### config.mk
export PLATFORM = sky130hd
export DESIGN_NAME = adc_sampler
export DESIGN_NICKNAME = d
export VERILOG_FILES = /design/src/rtl/adc_sampler_defs.sv /design/src/rtl/adc_sampler_sync_fifo.sv /design/src/rtl/adc_sampler.sv
export SDC_FILE = /design/constraint.sdc
export NUM_CORES = 1
export LEC_CHECK = 0
export CORE_MARGIN = 3
export CORE_UTILIZATION = 34
export CTS_BUF_LIST = sky130_fd_sc_hd__clkbuf_4 sky130_fd_sc_hd__clkbuf_8
export DETAILED_ROUTE_END_ITERATION = 12
export SYNTH_ARGS = -nofsm -noshare
export SYNTH_HDL_FRONTEND = slang
export SYNTH_SLANG_ARGS = --single-unit
### constraint.sdc
create_clock -name clk -period 5.7 [get_ports clk]
set_input_delay 0.855 -clock clk [delete_from_list [all_inputs] [get_ports clk]]
set_output_delay 0.855 -clock clk [all_outputs]
set_load 0.005 [all_outputs]
### src/rtl/adc_sampler_defs.sv
// Shared constants for the ADC sampler: sample width, conversion phase
// lengths and the sequencer state encoding.
package adc_sampler_defs;

    localparam int unsigned DATA_W      = 8;
    localparam int unsigned CONV_CYCLES = 4;
    localparam int unsigned WAIT_CYCLES = 8;
    localparam int unsigned READ_CYCLES = 2;
    localparam int unsigned CYC_W       = 4;

    localparam logic [CYC_W-1:0] CONV_LAST = CYC_W'(CONV_CYCLES - 1);
    localparam logic [CYC_W-1:0] WAIT_LAST = CYC_W'(WAIT_CYCLES - 1);
    localparam logic [CYC_W-1:0] READ_LAST = CYC_W'(READ_CYCLES - 1);

    typedef enum logic [2:0] {
        ST_IDLE  = 3'd0,
        ST_CONV  = 3'd1,
        ST_WAIT  = 3'd2,
        ST_READ  = 3'd3,
        ST_STORE = 3'd4
    } state_t;

endpackage

### src/rtl/adc_sampler_sync_fifo.sv
// Single-clock FIFO with registered read data; a push is accepted on full
// when a pop is accepted in the same cycle.
module sync_fifo #(
    parameter int unsigned WIDTH = 8,
    parameter int unsigned DEPTH = 16
) (
    input  logic                     clk_i,
    input  logic                     rst_ni,
    input  logic                     push_i,
    input  logic                     pop_i,
    input  logic [WIDTH-1:0]         wdata_i,
    output logic [WIDTH-1:0]         rdata_o,
    output logic                     full_o,
    output logic                     empty_o,
    output logic [$clog2(DEPTH):0]   count_o
);

    localparam int unsigned AW = $clog2(DEPTH);
    localparam int unsigned CW = AW + 1;
    localparam logic [CW-1:0] FULL_CNT = CW'(DEPTH);

    logic [WIDTH-1:0] mem_q [DEPTH];
    logic [AW-1:0]    wptr_q;
    logic [AW-1:0]    rptr_q;
    logic [CW-1:0]    count_q;
    logic [WIDTH-1:0] rdata_q;
    logic             do_push;
    logic             do_pop;

    assign empty_o = (count_q == '0);
    assign full_o  = (count_q == FULL_CNT);
    assign do_pop  = pop_i && !empty_o;
    assign do_push = push_i && (!full_o || do_pop);

    always_ff @(posedge clk_i) begin
        if (do_push) begin
            mem_q[wptr_q] <= wdata_i;
        end
    end

    // On full with push+pop the pointers coincide; the read sees the old entry.
    always_ff @(posedge clk_i) begin
        if (!rst_ni) begin
            wptr_q  <= '0;
            rptr_q  <= '0;
            count_q <= '0;
            rdata_q <= '0;
        end else begin
            if (do_push) begin
                wptr_q <= wptr_q + AW'(1);
            end
            if (do_pop) begin
                rdata_q <= mem_q[rptr_q];
                rptr_q  <= rptr_q + AW'(1);
            end
            case ({do_push, do_pop})
                2'b10:   count_q <= count_q + CW'(1);
                2'b01:   count_q <= count_q - CW'(1);
                default: count_q <= count_q;
            endcase
        end
    end

    assign rdata_o = rdata_q;
    assign count_o = count_q;

endmodule

### src/rtl/adc_sampler.sv
// Periodic parallel-ADC sampler: rate divider, conversion sequencer with
// registered strobes, threshold flag and a sample FIFO for the CPU.
module adc_sampler
    import adc_sampler_defs::*;
#(
    parameter int unsigned CLK_FREQ    = 50000000,
    parameter int unsigned SAMPLE_RATE = 10000,
    parameter int unsigned FIFO_DEPTH  = 16
) (
    input  logic                          clk,
    input  logic                          rst,
    input  logic                          enable,
    input  logic [DATA_W-1:0]             threshold,
    input  logic [DATA_W-1:0]             adc_data,
    output logic                          adc_conv_n,
    output logic                          adc_rd_n,
    input  logic                          rd_en,
    output logic [DATA_W-1:0]             rd_data,
    output logic                          empty,
    output logic [$clog2(FIFO_DEPTH):0]   count,
    output logic                          over_thr,
    output logic                          overflow,
    input  logic                          clr_ovf
);

    localparam int unsigned DIV   = CLK_FREQ / SAMPLE_RATE;
    localparam int unsigned DIV_W = $clog2(DIV);
    localparam logic [DIV_W-1:0] DIV_LAST = DIV_W'(DIV - 1);

    logic [DIV_W-1:0]  div_q;
    logic              tick;
    state_t            state_q;
    logic [CYC_W-1:0]  cyc_q;
    logic              conv_n_q;
    logic              rd_n_q;
    logic [DATA_W-1:0] sample_q;
    logic              over_thr_q;
    logic              overflow_q;
    logic              fifo_full;
    logic              store;
    logic              push;
    logic              drop;

    assign tick = enable && (div_q == DIV_LAST);

    always_ff @(posedge clk) begin
        if (!rst || !enable || tick) begin
            div_q <= '0;
        end else begin
            div_q <= div_q + DIV_W'(1);
        end
    end

    assign store = (state_q == ST_STORE);
    assign push  = store && (!fifo_full || rd_en);
    assign drop  = store && fifo_full && !rd_en;

    // Ticks outside IDLE fall through the case untouched, so they are ignored.
    always_ff @(posedge clk) begin
        if (!rst) begin
            state_q    <= ST_IDLE;
            cyc_q      <= '0;
            conv_n_q   <= 1'b1;
            rd_n_q     <= 1'b1;
            sample_q   <= '0;
            over_thr_q <= 1'b0;
            overflow_q <= 1'b0;
        end else begin
            case (state_q)
                ST_IDLE: begin
                    cyc_q <= '0;
                    if (tick) begin
                        state_q  <= ST_CONV;
                        conv_n_q <= 1'b0;
                    end
                end
                ST_CONV: begin
                    if (cyc_q == CONV_LAST) begin
                        state_q  <= ST_WAIT;
                        cyc_q    <= '0;
                        conv_n_q <= 1'b1;
                    end else begin
                        cyc_q <= cyc_q + CYC_W'(1);
                    end
                end
                ST_WAIT: begin
                    if (cyc_q == WAIT_LAST) begin
                        state_q <= ST_READ;
                        cyc_q   <= '0;
                        rd_n_q  <= 1'b0;
                    end else begin
                        cyc_q <= cyc_q + CYC_W'(1);
                    end
                end
                ST_READ: begin
                    if (cyc_q == READ_LAST) begin
                        state_q  <= ST_STORE;
                        cyc_q    <= '0;
                        rd_n_q   <= 1'b1;
                        sample_q <= adc_data;
                    end else begin
                        cyc_q <= cyc_q + CYC_W'(1);
                    end
                end
                ST_STORE: begin
                    state_q    <= ST_IDLE;
                    over_thr_q <= (sample_q > threshold);
                end
                default: begin
                    state_q  <= ST_IDLE;
                    cyc_q    <= '0;
                    conv_n_q <= 1'b1;
                    rd_n_q   <= 1'b1;
                end
            endcase

            if (drop) begin
                overflow_q <= 1'b1;
            end else if (clr_ovf) begin
                overflow_q <= 1'b0;
            end
        end
    end

    sync_fifo #(
        .WIDTH(DATA_W),
        .DEPTH(FIFO_DEPTH)
    ) u_fifo (
        .clk_i  (clk),
        .rst_ni (rst),
        .push_i (push),
        .pop_i  (rd_en),
        .wdata_i(sample_q),
        .rdata_o(rd_data),
        .full_o (fifo_full),
        .empty_o(empty),
        .count_o(count)
    );

    assign adc_conv_n = conv_n_q;
    assign adc_rd_n   = rd_n_q;
    assign over_thr   = over_thr_q;
    assign overflow   = overflow_q;

endmodule

Figure 1. Port wiring.
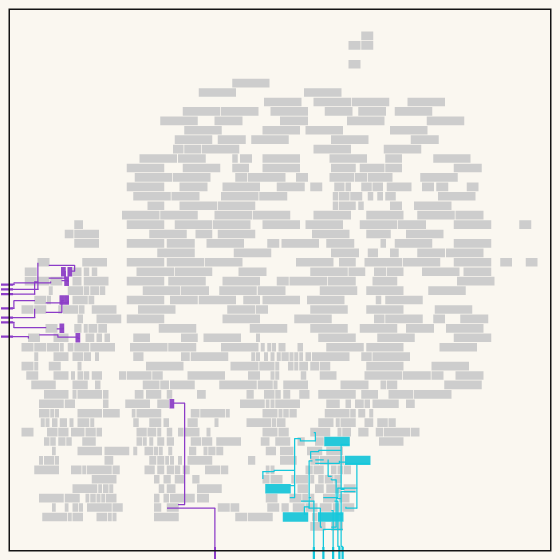
- adc_data: purple (direction input; end cells 8; wire 182 µm)
- count: cyan (direction output; end cells 5; wire 247 µm)

Figure 2. Wire density map.
The die is cut into 31 by 31 equal tiles; black is low, pale yellow is high, scaled to the fullest tile. Values are wire area over tile area, all layers added.
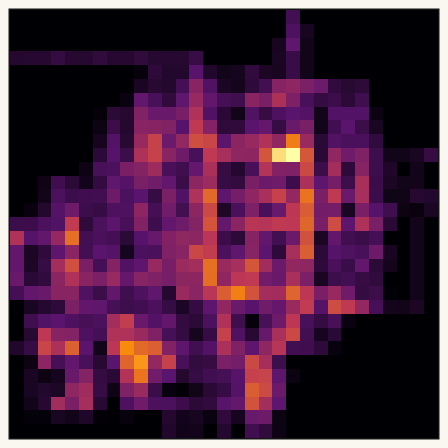
- mean over tiles: 0.097
- nearly empty tiles: 34%
- tiles over half the peak: 6.2%
- fullest tile: 0.56
- densest ninth of the die: centre
- emptiest ninth of the die: north-west

Figure 3. Sequential cells grouped by signal name.
Other sequential cells in the stronger grey, the rest of the logic in the fainter grey.
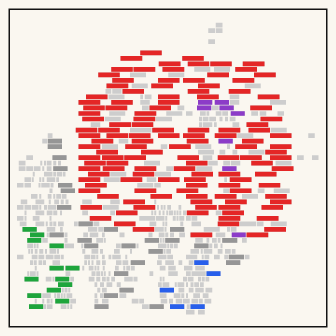
- u_fifo.mem_q: red (sequential cells 128)
- u_fifo.count_o: blue (sequential cells 5; where south)
- div_q: green (sequential cells 13; where south-west)
- u_fifo.rdata_o: purple (sequential cells 8)
- not coloured: 27

==> run_results.csv <==
group,metric,value,unit
worst_setup_path,rrSetupSlack,2.46,ns
worst_setup_path,rr_worst_depth,9,
pwr,p_sw,476.4,µW
placed_design,gp_congestion,0.7954,
drt,firstDrtPassIters,4,
clock_network,clock_latency,0.46,ns
clock_network,root_buffer,"clkbuf_8",
sta,fin_crit,3.243,ns
placed_design,pre_cts_slack,2.229,ns
worst_setup_path,rr_endpoint,"u_fifo.count_o[4]",
drt,drc,0,
drt,drtAntennaViolNets,0,
drt,dr_wl_met3,707,µm
drt,wl_met2,7.518,mm
final_layout,final_cell_mix,"edfxtp_1 (128), dfxtp_1 (51), clkdlybuf4s50_1 (38)",
final_layout,n_antenna_cell,0,
sta,final.period_utilization,56.89,%
placed_design,hpwl,10.10,mm
sta,finalSetupTns,0,ns
sta,setup_viol,0,
worst_setup_path,r2r-start,"u_fifo.count_o[0]",
pwr,power_density,261.6,nW/µm²
drt,drt-vias-per-instance,5.066,
min_path,worstHoldEndpoint,"div_q[0]",
pwr,switching_share,21.04,%
clock_network,cts_hold_buf,0,
final_layout,nets,601,
clock_network,cts.repair.resized,0,
final_layout,layout-drive-gt1-share,14.16,%
floorplan,chipArea,24250,µm²
logic_synthesis,avgSynthCellArea,14.54,µm²
pwr,p_leak,2.802,nW
min_path,hp-start,"div_q[0]",
status,status,"finished, final reports clean",
logic_synthesis,syn_area,7621,µm²
floorplan,fp_util,34.81,%
drt,routedLengthMet1,6.625,mm
final_layout,lay_top_count,"edfxtp_1",
pwr,p_comb_share,1.3,%
drt,drt_iter0_markers,350,
drt,routed-via-count,4316,
worst_setup_path,cp_slowest_cell,"or4_1",
worst_setup_path,crit_path_end_kind,"flop",
clock_network,clockBufferDepth,2,
clock_network,cts_tree,"built",
sta,slew-limit-headroom,14.39,%
global_route,grt_first_pass_wirelength,24.33,mm
floorplan,die_h,155.7,µm
pwr,irDropWorstVdd,0.1551,mV
sta,finalMaxSlewViolations,0,
min_path,hp-class,"reg2reg",
logic_synthesis,ff_type,"edfxtp_1",
Figure 4. Signal wires on met3.
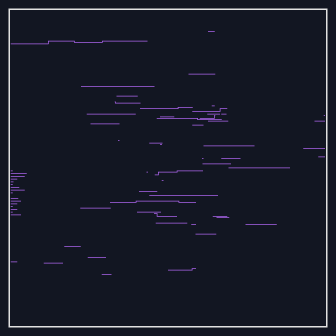
- main direction: horizontal
- share of all routed wire: 4.7%
- longest straight run: 35.9 µm

Figure 5. Placement view.
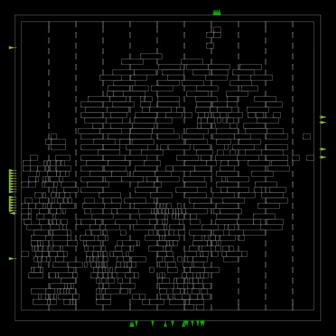
CORE AREA: 21890 µm²
final core occ: 39.55%
FP Rows: 54
Fillers: 2043

-- synthesized netlist by cell type (all sizes together) (12+ instances only) --
master,number,area (µm²)
inv,19,71.31
mux4,32,720.7
mux2i,19,190.2
dfxtp,53,1061
buf,12,66.32
nand3,24,125.1
nand2,30,112.6
o21ai,16,91.34
nor2,35,131.4
edfxtp,128,3844
clkbuf,15,56.30
ha,20,250.2
xnor2,15,131.4
a21boi,14,105.1
-- power groups by stage --
stage,Combinational [mW],Clock [mW],Sequential (mW)
3_3_place_gp,0.0294,0,1.42
2_1_floorplan,0.0128,0,1.42
4_1_cts,0.0302,0.867,1.39
3_5_place_dp,0.0299,0,1.42
6_report,0.0299,0.846,1.39
5_1_grt,0.0331,0.928,1.39
-- cells by family (layout without fill, tap and decap cells) --
family	count (synthesis)	in the layout	share of synthesized area, %
AND/OR/NAND/NOR	142	142	9.522
adder cells (fa/ha/maj)	21	21	3.546
flip-flops	181	181	64.36
multiplexers	51	51	11.95
AND-OR/OR-AND	64	64	5.894
XOR/XNOR	19	19	2.184
buffers and inverters	46	94	2.545
-- layer usage --
metal / up-vias / track usage [%]
li1: 2058 / -
met1: 2135 / 16.94
met2: 105 / 21.63
met3: 18 / 3.135
met4: 0 / 4.377
met5: - / 0
-- through the flow --
step / power (mW) / instances / hold WS [ns] / area, µm²
floorplan: 1.432 / 524 / 0.4175 / 7621
global placement: 1.448 / 820 / 0.4278 / 8269
detailed placement: 1.449 / 820 / 0.4394 / 8269
CTS: 2.286 / 852 / 0.4583 / 8657
global route: 2.350 / 852 / 0.4780 / 8657
finish: 2.264 / 852 / 0.4548 / 8657
-- final cells by class --
class | count | area (µm²) | area share [%]
flip-flops and latches | 181 | 4907 | 56.68
multi-input cells | 297 | 2522 | 29.14
repair buffers | 43 | 417.9 | 4.827
well taps | 280 | 350.3 | 4.047
clock buffers | 20 | 269.0 | 3.107
clock inverters | 12 | 118.9 | 1.373
inverters | 19 | 71.32 | 0.8238
-- worst max-delay path by stage --
stage / startpoint / endpoint / slack (ns) / cells past startpoint
global route: u_fifo.count_o[0] / u_fifo.count_o[4] / 2.30 / 9
floorplan: u_fifo.count_o[0] / u_fifo.count_o[4] / 2.97 / 10
CTS: u_fifo.count_o[0] / u_fifo.count_o[4] / 2.45 / 9
finish: u_fifo.count_o[0] / u_fifo.count_o[4] / 2.46 / 9
detailed placement: rd_en / u_fifo.count_o[4] / 2.23 / 10
global placement: rd_en / u_fifo.count_o[4] / 2.30 / 10
-- sequential cells by signal (all words and copies together), names as in the netlist --
register / flops
div_q: 13
cyc_q: 4
adc_conv_n: 1
overflow: 1
u_fifo.count_o: 5
state_q: 3
over_thr: 1
u_fifo.rdata_o: 8
u_fifo.wptr_q: 4
u_fifo.mem_q: 128
adc_rd_n: 1
sample_q: 8
u_fifo.rptr_q: 4
Power is estimated from default activity; no workload was simulated.
